## src/rtl/agc_gain_ctrl.sv

```systemverilog
// AGC gain-decision controller: EMA-smoothed |I|+|Q| magnitude, block-wise
// compare against a programmable target band, one-step gain moves, and a
// settling hold-off after every change.
//
// state     | meaning
// ----------+------------------------------------------------------------
// S_IDLE    | loop disabled; EMA frozen, counters cleared
// S_ACQUIRE | counting accepted samples toward the next decision
// S_DECIDE  | one cycle: compare EMA with band, step gain
// S_HOLD    | settling after a gain change; EMA runs, samples not counted
module agc_gain_ctrl #(
   parameter int W_MAG     = 27,
   parameter int W_GAIN    = 8,
   parameter int GAIN_INIT = 128,
   parameter int EMA_SHIFT = 4,
   parameter int BLOCK_LEN = 64,
   parameter int HOLD_CYC  = 32
) (
   input  logic              clk,
   input  logic              rst,
   input  logic              Enable,
   input  logic [W_MAG-1:0]  Mag_in,
   input  logic              Mag_valid,
   input  logic [W_MAG-1:0]  Target,
   input  logic [W_MAG-1:0]  Tol,
   output logic [W_GAIN-1:0] Gain_out,
   output logic              Gain_valid,
   output logic              Locked,
   output logic [W_MAG-1:0]  Ema_out
);

   localparam int W_CNT  = $clog2(BLOCK_LEN + 1);
   localparam int W_HOLD = $clog2(HOLD_CYC + 1);

   typedef enum logic [1:0] {
      S_IDLE,
      S_ACQUIRE,
      S_DECIDE,
      S_HOLD
   } state_t;

   state_t              r_state;
   logic [W_MAG-1:0]    r_ema;
   logic [W_CNT-1:0]    r_cnt;
   logic [W_HOLD-1:0]   r_hold;
   logic [W_GAIN-1:0]   r_gain;
   logic                r_gain_valid;
   logic                r_locked;

   logic signed [W_MAG:0] w_diff;
   logic signed [W_MAG:0] w_step;
   logic [W_MAG-1:0]      w_ema_nxt;
   logic                  w_ema_upd;
   logic [W_MAG:0]        w_hi;
   logic [W_MAG:0]        w_lo;
   logic [W_MAG:0]        w_ema_x;
   logic                  w_above;
   logic                  w_below;
   logic [W_GAIN-1:0]     w_gain_req;
   logic                  w_gain_chg;

   // EMA step: signed difference, arithmetic shift, wrap back to W_MAG bits.
   // The shifted step never overshoots Mag_in, so the truncation is exact.
   always_comb begin
      w_diff    = $signed({1'b0, Mag_in}) - $signed({1'b0, r_ema});
      w_step    = w_diff >>> EMA_SHIFT;
      w_ema_nxt = W_MAG'({1'b0, r_ema} + w_step);
      w_ema_upd = Enable && Mag_valid && (r_state != S_IDLE);
   end

   // Band compare and saturating one-step gain request.
   // hi keeps its carry bit; lo floors at zero instead of wrapping.
   always_comb begin
      w_hi       = {1'b0, Target} + {1'b0, Tol};
      w_lo       = (Target >= Tol) ? {1'b0, Target - Tol} : '0;
      w_ema_x    = {1'b0, r_ema};
      w_above    = w_ema_x > w_hi;
      w_below    = w_ema_x < w_lo;
      w_gain_req = r_gain;
      if (w_above && (r_gain != '0)) begin
         w_gain_req = r_gain - W_GAIN'(1);
      end else if (w_below && (r_gain != '1)) begin
         w_gain_req = r_gain + W_GAIN'(1);
      end
      w_gain_chg = (w_gain_req != r_gain);
   end

   // Control FSM with EMA register, block/hold timers and registered outputs.
   always_ff @(posedge clk or posedge rst) begin
      if (rst) begin
         r_state      <= S_IDLE;
         r_ema        <= '0;
         r_cnt        <= '0;
         r_hold       <= '0;
         r_gain       <= W_GAIN'(GAIN_INIT);
         r_gain_valid <= 1'b0;
         r_locked     <= 1'b0;
      end else begin
         r_gain_valid <= 1'b0;
         if (w_ema_upd) begin
            r_ema <= w_ema_nxt;
         end
         if (!Enable) begin
            r_state  <= S_IDLE;
            r_cnt    <= '0;
            r_hold   <= '0;
            r_locked <= 1'b0;
         end else begin
            case (r_state)
               S_IDLE: begin
                  r_state <= S_ACQUIRE;
               end
               S_ACQUIRE: begin
                  if (Mag_valid) begin
                     if (r_cnt == W_CNT'(BLOCK_LEN - 1)) begin
                        r_cnt   <= '0;
                        r_state <= S_DECIDE;
                     end else begin
                        r_cnt <= r_cnt + W_CNT'(1);
                     end
                  end
               end
               S_DECIDE: begin
                  r_gain       <= w_gain_req;
                  r_gain_valid <= 1'b1;
                  r_locked     <= !w_above && !w_below;
                  if (w_gain_chg) begin
                     // down-counter: HOLD_CYC-1 .. 0 gives HOLD_CYC cycles in HOLD
                     r_hold  <= W_HOLD'(HOLD_CYC - 1);
                     r_state <= S_HOLD;
                  end else begin
                     r_state <= S_ACQUIRE;
                  end
               end
               S_HOLD: begin
                  if (r_hold == '0) begin
                     r_state <= S_ACQUIRE;
                  end else begin
                     r_hold <= r_hold - W_HOLD'(1);
                  end
               end
               default: begin
                  r_state <= S_IDLE;
               end
            endcase
         end
      end
   end

   assign Gain_out   = r_gain;
   assign Gain_valid = r_gain_valid;
   assign Locked     = r_locked;
   assign Ema_out    = r_ema;

endmodule

```

## config.mk

```make
export PLATFORM = sky130hd
export DESIGN_NAME = agc_gain_ctrl
export DESIGN_NICKNAME = d
export VERILOG_FILES = /design/src/rtl/agc_gain_ctrl.sv
export SDC_FILE = /design/constraint.sdc
export NUM_CORES = 1
export LEC_CHECK = 0
export CELL_PAD_IN_SITES_DETAIL_PLACEMENT = 0
export CELL_PAD_IN_SITES_GLOBAL_PLACEMENT = 1
export CORE_ASPECT_RATIO = 1.4
export CORE_MARGIN = 4
export CORE_UTILIZATION = 42
export CTS_CLUSTER_SIZE = 8
export DETAILED_ROUTE_END_ITERATION = 7
export PLACE_DENSITY = 0.91
export SETUP_SLACK_MARGIN = 0.2
export SLEW_MARGIN = 20
export SYNTH_ARGS = -nofsm -noshare
export SYNTH_HDL_FRONTEND = slang
export SYNTH_SLANG_ARGS = --single-unit
```

## constraint.sdc

```tcl
create_clock -name clk -period 6.4 [get_ports clk]
set_input_delay 1.28 -clock clk [delete_from_list [all_inputs] [get_ports clk]]
set_output_delay 1.28 -clock clk [all_outputs]
set_load 0.02 [all_outputs]
```

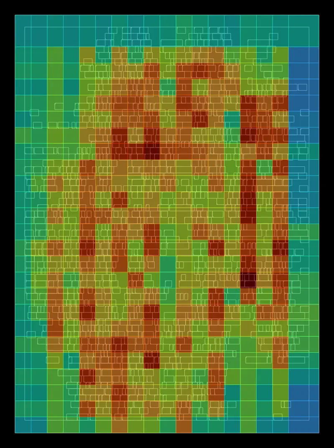
Fig. 1. Routing congestion (run 1).
GR Layer Usage met2: 0.416
final core occ: 0.578

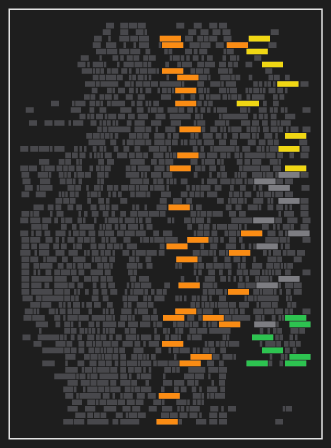
Fig. 2. Sequential cells colored by netlist name (run 1).
Green marks `r_cnt`, placed flops 7, where bottom right. Orange marks `Ema_out`, placed flops 27. Yellow marks `Gain_out`, placed flops 8, where top right.
Another 10 sequential cells are not colored.
sequential share of cell area: 0.110
Reg area: 1300 µm²
seq pwr: 0.674 mW

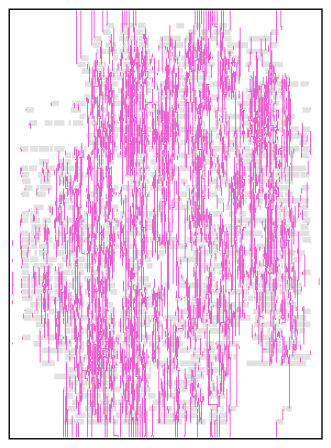
Fig. 3. Metal 2 (run 1).
Cells faint in the background.
The longest straight run is 54.7 µm. The layer carries 13700 µm of wire. The layer holds 53% of the routed length. 1372 nets have wire on it.
Total Wirelength: 26000 µm
vias: 9142

## run 1: where the power goes
| group | switching, mW | internal [mW] | total [mW] |
|---|---|---|---|
| sequential | 0.235 | 0.439 | 0.674 |
| clock | 0.130 | 0.186 | 0.316 |
| combinational | 1.97 | 1.77 | 3.74 |
## run 1: sequential cells by signal, indices dropped and copies added (netlist names)
signal,cells
Locked,1
r_hold,6
Ema_out,27
Gain_out,8
Gain_valid,1
r_cnt,7
r_state,2
## run 1: logic make-up after synthesis
kind of cell,synth area share
AND-OR/OR-AND,0.257
XOR/XNOR,0.0856
adder cells (fa/ha/maj),0.247
buffers and inverters,0.0670
flip-flops,0.148
multiplexers,0.00740
AND/OR/NAND/NOR,0.188
## run 1: critical path, delay by kind of cell
kind / cells / cell delay, ns
buffers and inverters: 3 / 0.80
AND/OR/NAND/NOR: 10 / 1.76
AND-OR/OR-AND: 8 / 1.69
XOR/XNOR: 1 / 0.14
adder cells (fa/ha/maj): 2 / 0.56
## run 1: per-stage QoR
step           setup slack (ns)  cell area (µm²)  power, mW
2_1_floorplan             0.389             8800       3.15
3_3_place_gp             -0.372            11100       4.13
3_5_place_dp             -0.439            11100       4.23
6_report                  0.344            11900       4.73
5_1_grt                -0.00986            11900       5.22
4_1_cts                   0.200            11500       4.63
## run 1: placed cells by master, fill, tap and decap left out, drive strengths merged, types with 24 or more instances in the layout
cell type / instances
a21o: 41
a21oi: 87
buf: 137
clkdlybuf4s50: 109
dfrtp: 51
ha: 169
inv: 113
nand2: 101
nand3: 31
nor2: 76
nor3: 30
o21ai: 74
xnor2: 62
xor2: 24
## run 1: what timing repair did
action | in CTS | in global routing
setup endpoints to repair | 16 | 18
pin swaps | 30 | 58
setup buffers | 5 | 7
hold buffers | 0 | 0
gates resized | 38 | 80
==> impl_metrics.csv, run 1 <==
group,metric,value,unit
status,status,"finished, final reports clean",
synth,ys_ff,52,
synth,enable_flop_cells,0,
clocking,cts.root.buffer_cell,"clkbuf_16",
routing,wl_met2,13700,µm
timing,final-max-slew-violation-count,0,
worst_setup_path,worstSetupEndpoint,"Gain_out[3]",
finish,largest_cell_class,"multi-input combinational cells",
grt,grt-ovfl-total,0,
clocking,cts_tree,"built",
worst_setup_path,crit_arrival,6.25,ns
worst_setup_path,r2r-start,"Ema_out[6]",
routing,drtAntennaViolNets,0,
synth,ff_type,"dfrtp_1",
finish,layout-drive-gt1-share,0.174,
worst_setup_path,worstSetupEndpointType,"register",
place,gp_congestion,0.900,
worst_setup_path,start_kind,"input port",
synth,top_area_frac,0.240,
synth,synth_area_per_cell,7.64,µm²
finish,stdcell_count,1638,
hold_path,min_to,"r_cnt[5]",
timing,holdWs,0.485,ns
finish,comb-cell-share,0.621,
grt,top_usage_layer,"met2",
timing,rsz0062_at_grt,"yes",
finish,diodes,0,
worst_setup_path,startpoint,"Target[2]",
hold_path,hp-start,"r_cnt[5]",
worst_setup_path,critical_path_class,"in2reg",
worst_setup_path,crit_chain,"clkdlybuf4s50_1 -> ha_4 -> buf_4 -> a21oi_1 -> o21ai_0 -> a31oi_2 -> nand3_4 -> a211oi_4 -> nand2b_4 -> a21o_1 -> a21oi_1 -> xnor2_1 -> ha_1 -> and4_1 -> nand4_1 -> nor3_2 -> nand3_1 -> buf_4 -> nor4_1 -> or3_1 -> a211o_4 -> or2_4 -> or3_4 -> a32o_1",
floorplanning,tap_cells,256,
finish,area_growth,35.2,%
finish,nets,1638,
finish,logic_area,7380,µm²
synth,synth_cell_types,74,
clocking,h-tree-depth,2,
hold_path,holdPathStages,1,
grt,grt_pass1_wl,41700,µm
power_and_ir_drop,pwr_density_cell,398,nW/µm²
worst_setup_path,slowest_stage,"clkdlybuf4s50_1",
grt,grtUsageMet1,0.247,
timing,worst_slew_pin_slew,0.711,ns
timing,finalClockSkew,0.00832,ns
worst_setup_path,reg2reg_slack,1.29,ns
finish,buffers_excl_clock,258,
grt,grt_max_degree,53,
run,warnings,60,
clocking,ctsLongestPathBuffers,2,
synth,top_cell,"ha_1",
routing,wl_per_cell,15.8,µm
synth,synth_area,8800,µm²
floorplanning,fp.dieW,130,µm
place,dpl.hpwl,20900,µm
routing,top_layer_used,"met4",
grt,antenna_found_initial,0,
finish,fill_cells,1866,
finish,clock_area_frac,0.0137,
floorplanning,num_rows,62,
routing,drt-initial-drc-count,428,
worst_setup_path,r2r_end,"Ema_out[24]",
synth,top_area_cell,"ha_1",
synth,top_cells_by_count,"ha_1 (169), inv_1 (112), nand2_1 (101)",
finish,logic_gates,949,
worst_setup_path,worstPathRequired,6.59,ns
finish,non_clock_inverter_count,115,
==> run 2, diff against run 1 <==
Settings changed: CTS_CLUSTER_DIAMETER set to 30.
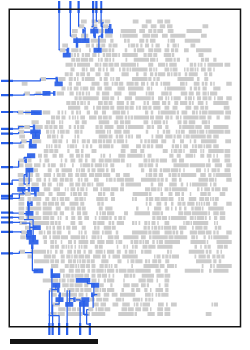
Fig. 4. Port wiring (run 2).
Scale bar: 50 µm.
Blue marks `Tol`, direction input, edge 15 left, 6 bottom, 6 top, end cells 55, buffers 30, wire 579 µm.
number of port buffers: 121
IO Pins: 122

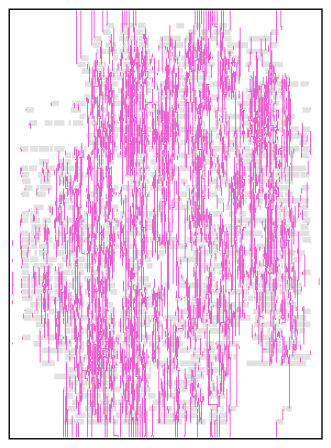
Fig. 5. Metal 2 (run 2).
Cells faint in the background.
The wires run mostly vertical. 1372 nets have wire on it. The layer carries 13700 µm of wire.

==> impl_metrics.csv, run 2 <==
group,metric,value,unit
timing,rsz0062_at_grt,"yes",
run,warnings,60,
status,status,"finished, final reports clean",
worst_setup_path,cpLargestDelayFamily,"simple AND/OR/NAND/NOR gates",
routing,drtAntennaViolNets,0,
finish,nets,1638,
synth,top_cells_by_count,"ha_1 (169), inv_1 (112), nand2_1 (101)",
worst_setup_path,startpoint,"Target[2]",
hold_path,holdPathStages,1,
routing,drt-initial-drc-count,428,
synth,synth_area_per_cell,7.64,µm²
clocking,cts.root.buffer_cell,"clkbuf_16",
worst_setup_path,crit_cells,24,
clocking,ctsLongestPathBuffers,2,
synth,top_area_frac,0.240,
finish,lay_top_cells,"ha_1 (153), buf_4 (128), clkdlybuf4s50_1 (109)",
finish,fill_cells,1866,
finish,lay_top_count,"ha_1",
place,placed_area,11100,µm²
timing,worst_slew_pin_slew,0.711,ns
worst_setup_path,crit_chain,"clkdlybuf4s50_1 -> ha_4 -> buf_4 -> a21oi_1 -> o21ai_0 -> a31oi_2 -> nand3_4 -> a211oi_4 -> nand2b_4 -> a21o_1 -> a21oi_1 -> xnor2_1 -> ha_1 -> and4_1 -> nand4_1 -> nor3_2 -> nand3_1 -> buf_4 -> nor4_1 -> or3_1 -> a211o_4 -> or2_4 -> or3_4 -> a32o_1",
place,dp_slack,-0.439,ns
finish,final_area,11900,µm²
worst_setup_path,worstSetupEndpointType,"register",
clocking,h-tree-depth,2,
finish,fin_util,0.578,
synth,synth_area,8800,µm²
finish,stdcell_count,1638,
worst_setup_path,crit_buf_inv,3,
synth,ys_ff,52,
floorplanning,num_rows,62,
worst_setup_path,worstPathRequired,6.59,ns
finish,flop_area,1300,µm²
power_and_ir_drop,p_total,4.73,mW
finish,layout-drive-gt1-share,0.174,
grt,grt_pass1_wl,41700,µm
synth,top_cell,"ha_1",
routing,drt-total-wl,26000,µm
routing,wl_per_cell,15.8,µm
grt,grt_max_degree,53,
worst_setup_path,crit_arrival,6.25,ns
worst_setup_path,critical_path_class,"in2reg",
timing,final-max-slew-violation-count,0,
finish,logic_area,7380,µm²
synth,top_area_cell,"ha_1",
place,dpl.hpwl,20900,µm
synth,ff_type,"dfrtp_1",
clocking,postCtsSetupRepairBufs,5,
hold_path,hp-start,"r_cnt[5]",
timing,holdWs,0.485,ns
synth,synth_cell_types,74,
timing,finalClockSkew,0.00832,ns
power_and_ir_drop,pwr_density_cell,398,nW/µm²
clocking,cts-resized-gates,38,
routing,route.vias.total,9142,
place,gp_congestion,0.900,
grt,grt-ovfl-total,0,
timing,fin_ws,0.344,ns
clocking,cts_tree,"built",
==> run 2: cell counts in the layout (fill, tap and decap cells not counted) <==
No cell type changed its count.
==> run 2: path summary, 6_finish.rpt <==
kind / to / slack [ns]
max in group asynchronous: Ema_out[23] / 4.43
hold reg to reg: r_cnt[5] / 0.49
setup reg to reg: Ema_out[24] / 1.29
hold / removal: r_cnt[5] / 0.49
setup / recovery: Gain_out[3] / 0.34
min in group asynchronous: r_cnt[3] / 1.49
==> run 2: metal layers <==
metal | GRT usage | share of wire | up-vias
li1 | - | - | 4584
met1 | 0.247 | 0.40 | 4255
met2 | 0.416 | 0.53 | 249
met3 | 0.0152 | 0.038 | 54
met4 | 0.0741 | 0.031 | 0
met5 | 0 | 0 | -
==> run 2: cell families (layout without fill, tap and decap cells) <==
kind of cell | count (synthesis) | after routing | share of synthesized area
muxes | 6 | 6 | 0.00740
DFF | 52 | 52 | 0.148
buffers and inverters | 151 | 381 | 0.0670
xor gates and xnor gates | 86 | 86 | 0.0856
AOI/OAI and AO/OA | 342 | 342 | 0.257
and+or+nand+nor | 343 | 343 | 0.188
adders and majority gates | 172 | 172 | 0.247
==> run 2: power breakdown <==
group          total (mW)  leakage (nW)  switching (mW)  internal [mW]
Combinational        3.74          4.86            1.97           1.77
Sequential          0.674         0.655           0.235          0.439
Clock               0.316        0.0781           0.130          0.186
Total                4.73          5.59            2.34           2.39
==> run 2: final cells by class <==
class / instances / share of cell area
well taps: 256 / 0.0269
clock buffers: 7 / 0.0112
flip-flops and latches: 52 / 0.110
multi-input cells: 949 / 0.621
repair buffers: 258 / 0.193
clock inverters: 1 / 0.00253
inverters: 115 / 0.0363
Power is estimated from default activity; no workload was simulated.
